[config.mk]
export PLATFORM = sky130hd
export DESIGN_NAME = fetch_sequencer
export DESIGN_NICKNAME = d
export VERILOG_FILES = /design/src/rtl/fetch_sequencer_pkg.sv /design/src/rtl/fetch_sequencer_bus_wait_timer.sv /design/src/rtl/fetch_sequencer.sv
export SDC_FILE = /design/constraint.sdc
export NUM_CORES = 1
export LEC_CHECK = 0
export CAP_MARGIN = 25
export CELL_PAD_IN_SITES_DETAIL_PLACEMENT = 0
export CELL_PAD_IN_SITES_GLOBAL_PLACEMENT = 2
export CORE_UTILIZATION = 25
export CTS_BUF_LIST = sky130_fd_sc_hd__clkbuf_4
export CTS_CLUSTER_SIZE = 24
export DETAILED_ROUTE_END_ITERATION = 10
export MAX_ROUTING_LAYER = met4
export PLACE_DENSITY = 0.86
export SLEW_MARGIN = 20
export SYNTH_ARGS = -nofsm -noshare
export SYNTH_HDL_FRONTEND = slang
export SYNTH_SLANG_ARGS = --single-unit
[constraint.sdc]
create_clock -name clk -period 2.7 [get_ports clk]
set_input_delay 0.81 -clock clk [delete_from_list [all_inputs] [get_ports clk]]
set_output_delay 0.81 -clock clk [all_outputs]
set_load 0.005 [all_outputs]
[src/rtl/fetch_sequencer_pkg.sv]
// Shared definitions for the fetch sequencer: bus widths, the sequencer
// state encoding and a helper that identifies states owning the bus.
package fetch_sequencer_pkg;

    localparam int ADDR_W = 16;
    localparam int DATA_W = 8;

    typedef enum logic [2:0] {
        S_FETCH     = 3'd0,
        S_DECODE    = 3'd1,
        S_FETCH_EXT = 3'd2,
        S_EXEC      = 3'd3,
        S_MEM       = 3'd4,
        S_HALT      = 3'd5
    } seq_state_e;

    function automatic logic is_bus_state(input seq_state_e s);
        return (s == S_FETCH) || (s == S_FETCH_EXT) || (s == S_MEM);
    endfunction

endpackage

[src/rtl/fetch_sequencer_bus_wait_timer.sv]
// Counts cycles a bus request has waited for bus_ready and flags expiry
// when the limit is reached without ready. BUS_TIMEOUT=0 never expires.
module fetch_sequencer_bus_wait_timer #(
    parameter int BUS_TIMEOUT = 0
) (
    input  logic clk,
    input  logic rst,
    input  logic i_active,
    input  logic i_ready,
    output logic o_expire
);

    localparam int CNT_W = (BUS_TIMEOUT > 1) ? $clog2(BUS_TIMEOUT) : 1;
    localparam logic [CNT_W-1:0] LIMIT = CNT_W'((BUS_TIMEOUT > 0) ? (BUS_TIMEOUT - 1) : 0);

    logic [CNT_W-1:0] r_cnt;
    logic             w_at_limit;

    assign w_at_limit = (BUS_TIMEOUT > 0) && (r_cnt == LIMIT);
    // ready in the limit cycle completes the access, so it suppresses expiry
    assign o_expire   = w_at_limit && i_active && !i_ready;

    // Wait counter: cleared whenever no request is pending or one completes.
    always_ff @(posedge clk) begin
        if (rst) begin
            r_cnt <= '0;
        end else if (!i_active || i_ready || w_at_limit) begin
            r_cnt <= '0;
        end else begin
            r_cnt <= r_cnt + CNT_W'(1);
        end
    end

endmodule

[src/rtl/fetch_sequencer.sv]
// Sequential front end: fetches opcode and optional extension byte, presents
// them to the decoder, performs the data access and commits the next PC.
module fetch_sequencer
    import fetch_sequencer_pkg::*;
#(
    parameter logic [ADDR_W-1:0] RESET_PC    = 16'h0000,
    parameter int                BUS_TIMEOUT = 0
) (
    input  logic              clk,
    input  logic              rst,
    output logic [ADDR_W-1:0] pc,
    output logic [DATA_W-1:0] instr,
    output logic [DATA_W-1:0] ext_byte,
    output logic              instr_valid,
    input  logic              need_ext,
    input  logic              is_mem,
    input  logic              is_store,
    input  logic [DATA_W-1:0] store_data,
    input  logic [ADDR_W-1:0] calc_addr,
    input  logic [ADDR_W-1:0] calc_pcout,
    input  logic              halt_req,
    output logic [DATA_W-1:0] load_data,
    output logic              load_valid,
    output logic [ADDR_W-1:0] bus_addr,
    output logic              bus_rd,
    output logic              bus_wr,
    output logic [DATA_W-1:0] bus_wdata,
    input  logic [DATA_W-1:0] bus_rdata,
    input  logic              bus_ready,
    output logic              halted,
    output logic              bus_err
);

    seq_state_e        r_state;
    seq_state_e        w_state_nxt;
    logic [ADDR_W-1:0] r_pc;
    logic [DATA_W-1:0] r_instr;
    logic [DATA_W-1:0] r_ext;
    logic [DATA_W-1:0] r_load_data;
    logic              r_load_valid;
    logic [ADDR_W-1:0] r_mem_addr;
    logic [DATA_W-1:0] r_wdata;
    logic              r_is_store;
    logic              r_halt;
    logic              r_bus_err;
    logic [ADDR_W-1:0] w_pc_inc;
    logic              w_expire;

    // single incrementer serves the extension address and both pc+1 commits
    assign w_pc_inc = r_pc + 16'd1;

    fetch_sequencer_bus_wait_timer #(
        .BUS_TIMEOUT(BUS_TIMEOUT)
    ) u_wait_timer (
        .clk     (clk),
        .rst     (rst),
        .i_active(is_bus_state(r_state)),
        .i_ready (bus_ready),
        .o_expire(w_expire)
    );

    // State register.
    always_ff @(posedge clk) begin
        if (rst) begin
            r_state <= S_FETCH;
        end else begin
            r_state <= w_state_nxt;
        end
    end

    // Next-state selection.
    always_comb begin
        w_state_nxt = r_state;
        case (r_state)
            S_FETCH: begin
                if (w_expire)       w_state_nxt = S_HALT;
                else if (bus_ready) w_state_nxt = S_DECODE;
                else                w_state_nxt = S_FETCH;
            end
            S_DECODE: begin
                if (need_ext) w_state_nxt = S_FETCH_EXT;
                else          w_state_nxt = S_EXEC;
            end
            S_FETCH_EXT: begin
                if (w_expire)       w_state_nxt = S_HALT;
                else if (bus_ready) w_state_nxt = S_EXEC;
                else                w_state_nxt = S_FETCH_EXT;
            end
            S_EXEC: begin
                if (is_mem)        w_state_nxt = S_MEM;
                else if (halt_req) w_state_nxt = S_HALT;
                else               w_state_nxt = S_FETCH;
            end
            S_MEM: begin
                if (w_expire)       w_state_nxt = S_HALT;
                else if (bus_ready) w_state_nxt = r_halt ? S_HALT : S_FETCH;
                else                w_state_nxt = S_MEM;
            end
            S_HALT:  w_state_nxt = S_HALT;
            default: w_state_nxt = S_FETCH;
        endcase
    end

    // Bus request decode; address and write data come straight from registers.
    always_comb begin
        bus_rd    = 1'b0;
        bus_wr    = 1'b0;
        bus_addr  = r_pc;
        bus_wdata = 8'h00;
        case (r_state)
            S_FETCH: bus_rd = 1'b1;
            S_FETCH_EXT: begin
                bus_rd   = 1'b1;
                bus_addr = w_pc_inc;
            end
            S_MEM: begin
                bus_addr = r_mem_addr;
                if (r_is_store) begin
                    bus_wr    = 1'b1;
                    bus_wdata = r_wdata;
                end else begin
                    bus_rd = 1'b1;
                end
            end
            default: bus_rd = 1'b0;
        endcase
    end

    // Datapath: fetched bytes, latched access, PC commit and sticky fault.
    always_ff @(posedge clk) begin
        if (rst) begin
            r_pc         <= RESET_PC;
            r_instr      <= 8'h00;
            r_ext        <= 8'h00;
            r_load_data  <= 8'h00;
            r_load_valid <= 1'b0;
            r_mem_addr   <= 16'h0000;
            r_wdata      <= 8'h00;
            r_is_store   <= 1'b0;
            r_halt       <= 1'b0;
            r_bus_err    <= 1'b0;
        end else begin
            r_load_valid <= 1'b0;
            case (r_state)
                S_FETCH: begin
                    if (bus_ready) begin
                        r_instr <= bus_rdata;
                        r_ext   <= 8'h00;
                    end
                end
                S_FETCH_EXT: begin
                    if (bus_ready) begin
                        r_ext <= bus_rdata;
                        r_pc  <= w_pc_inc;
                    end
                end
                S_EXEC: begin
                    r_mem_addr <= calc_addr;
                    r_wdata    <= store_data;
                    r_is_store <= is_store;
                    r_halt     <= halt_req;
                    // memory instructions ignore calc_pcout and commit pc+1 after the access
                    if (!is_mem) begin
                        r_pc <= calc_pcout;
                    end
                end
                S_MEM: begin
                    if (bus_ready) begin
                        r_pc <= w_pc_inc;
                        if (!r_is_store) begin
                            r_load_data  <= bus_rdata;
                            r_load_valid <= 1'b1;
                        end
                    end
                end
                default: r_load_valid <= 1'b0;
            endcase
            if (w_expire) begin
                r_bus_err <= 1'b1;
            end
        end
    end

    assign pc          = r_pc;
    assign instr       = r_instr;
    assign ext_byte    = r_ext;
    assign instr_valid = (r_state == S_EXEC);
    assign load_data   = r_load_data;
    assign load_valid  = r_load_valid;
    assign halted      = (r_state == S_HALT);
    assign bus_err     = r_bus_err;

endmodule

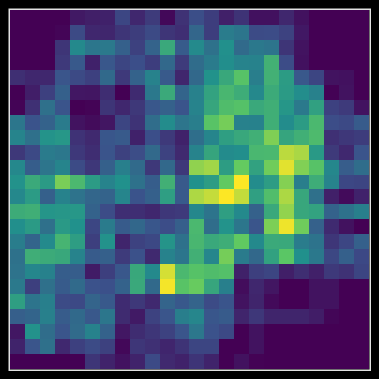
**Above:** routed metal per tile.
Scale: 3 px per um. 24 x 24 tiles, from dark purple (low) to yellow (high), scaled to the fullest tile. Values are wire area over tile area, all layers added.
mean over tiles = 0.15
tiles over half the peak = 21%
emptiest ninth of the die = south-east
nearly empty tiles = 14%
fullest tile = 0.51
aggregate global-route resource usage: 19.8%
total detailed-routing wirelength: 13800 um
average wire length per cell after detail routing: 16.3 um
vias: 4124

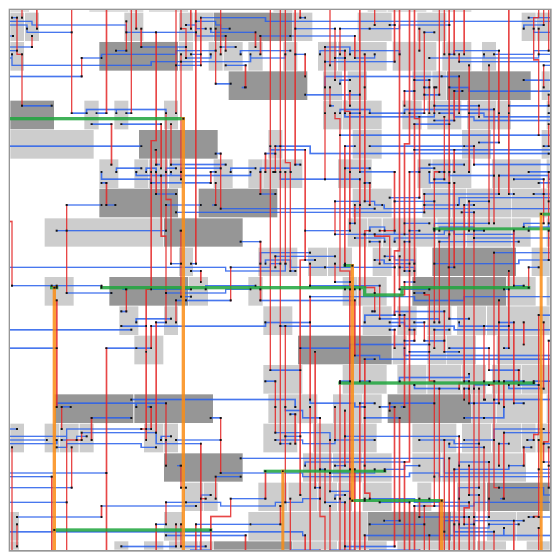
**Above:** zoomed window.
Region (35, 59) to (85, 109) um. Cells in grey, sequential cells in the stronger grey; small squares are vias.
M3 -> green
M2 -> red
M1 -> blue
M4 -> orange
cells with their middle in the window = 153
sequential cells in the window = 19
netlist names of flops here include = `r_mem_addr` (11), `pc` (7)
most frequent = nand2_1 (29), buf_4 (25), a21oi_1 (21)

==> impl_summary.log <==
[flow] final metrics
[metrics] die span in y: about 120 um
[metrics] H-Tree Depth: 3
[metrics] Post-Syn Nets: just over 500
[metrics] final tally of setup violations: 13
[metrics] fraction of layout instances using a drive strength above 1: 33.2%
[metrics] buffer cell driving the clock tree root: sky130_fd_sc_hd__clkbuf_4
[metrics] via density per instance: about 4.9
[metrics] net count reported at finish: 723
[metrics] source of the critical timing path: pc[8]$_SDFFE_PP0P_
[metrics] clock-pin transition on the worst setup and hold timing paths: around 120 ps
[metrics] Most used DFF post-synth: sky130_fd_sc_hd__dfxtp_1
[metrics] internal power contribution: 1.90 mW
[metrics] synthesized instance count: between 400 and 500
[metrics] worst vdd ir: about 250 uV
[metrics] # placed instances: between 700 and 800
[metrics] worst-case setup margin in the final layout: -173 ps
[metrics] Top Metal Used: met4
[metrics] outcome: finished, violations left
[metrics] Clk network pwr share: 34.0%
[metrics] synthesized chip area reported by yosys: between 3000 and 4000 um2
[metrics] post-synthesis sequential area ratio: between 40% and 50%
[metrics] Worst Path Buf+Inv: 2
[metrics] total cells reported by yosys after synthesis: 454
[metrics] violations in the final reports: setup timing
[metrics] yosys warns: 0
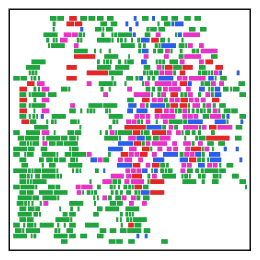
**Above:** cells by drive strength.
Scale: 2 px per um.
x1 and smaller -> green  # cells 448
x3 and x4 -> magenta  # cells 125
x2 -> blue  # cells 54
x6 and larger -> red  # cells 44

==> timing repair <==
| item | in CTS | in global routing |
|---|---|---|
| endpoints found under the setup margin | 28 | 26 |
| pin swaps | 34 | 30 |
| buffers inserted | 37 | 6 |
| cloned | 1 | 0 |
| gates resized | 191 | 39 |
==> tightest hold or removal path, cell delays in order, from the launching register on <==
cell and delay (ps):
sky130_fd_sc_hd__dfxtp_1 330, sky130_fd_sc_hd__nand2_1 50, sky130_fd_sc_hd__a21oi_1 50
==> cell type report <==
type,instances,area [um2]
inverters,8,30.0
multi-input cells,340,2160
fillers,1308,7190
well taps,176,220
clock inverters,7,120
clock buffers,9,67.6
repair buffers,237,2180
flip-flops and latches,70,1440
==> how the worst min path moves through the flow <==
stage	end	depth (start not counted)
finish	r_mem_addr[0]$_SDFFE_PP0N_	2
global placement	r_wdata[7]$_SDFFE_PP0N_	2
CTS	r_wdata[2]$_SDFFE_PP0N_	2
floorplan	r_wdata[0]$_SDFFE_PP0N_	2
detailed placement	r_wdata[1]$_SDFFE_PP0N_	2
global route	r_mem_addr[0]$_SDFFE_PP0N_	2
==> registers in the layout (all words and copies together), names as in the netlist, 3 cells and up <==
name	flops
r_state	3
r_wdata	8
instr	8
r_mem_addr	16
load_data	8
pc	16
ext_byte	8
==> synthesized netlist by cell type, types with 6 or more instances <==
library cell	count
sky130_fd_sc_hd__nand3_1	10
sky130_fd_sc_hd__nor3_1	10
sky130_fd_sc_hd__buf_2	10
sky130_fd_sc_hd__nor4_1	6
sky130_fd_sc_hd__a21oi_1	57
sky130_fd_sc_hd__dfxtp_1	70
sky130_fd_sc_hd__nand2_1	97
sky130_fd_sc_hd__a221o_1	6
sky130_fd_sc_hd__clkbuf_1	23
sky130_fd_sc_hd__nor2_1	35
sky130_fd_sc_hd__mux2i_1	9
sky130_fd_sc_hd__inv_1	7
sky130_fd_sc_hd__a22oi_1	14
sky130_fd_sc_hd__o21ai_0	22
sky130_fd_sc_hd__and3_1	11
==> layer usage <==
layer	global-route usage (%)	vias up
met2	31.4	133
met5	-	-
met4	7.50	0
met1	23.9	1938
met3	5.56	18
li1	-	2035
==> metrics by stage <==
stage	cell area [um2]	hold slack, ps	setup slack (ps)
2_1_floorplan	3470	432	234
3_3_place_gp	5350	438	-307
3_5_place_dp	5360	444	-299
4_1_cts	6030	467	-220
5_1_grt	6210	484	-262
6_report	6210	464	-173
==> cell families (layout without fill, tap and decap cells) <==
| group | after synthesis | in the layout | share of synthesized area (%) |
|---|---|---|---|
| buf+inv | 44 | 261 | 5.45 |
| xor+xnor | 6 | 6 | 1.51 |
| mux | 9 | 9 | 2.60 |
| other cells | 1 | 1 | 0.108 |
| flops | 70 | 70 | 40.4 |
| fa+ha+maj | 2 | 2 | 0.721 |
| simple gates | 198 | 198 | 27.2 |
| compound gates | 124 | 124 | 22.1 |
==> power groups by stage <==
stage	Clock [mW]	Sequential, mW	Combinational (mW)
after floorplan	0	1.12	0.219
after global placement	0	1.12	0.550
after detailed placement	0	1.13	0.556
after CTS	0.929	1.11	0.627
after global routing	0.975	1.11	0.692
final	0.902	1.11	0.646
Power is estimated from default activity; no workload was simulated.
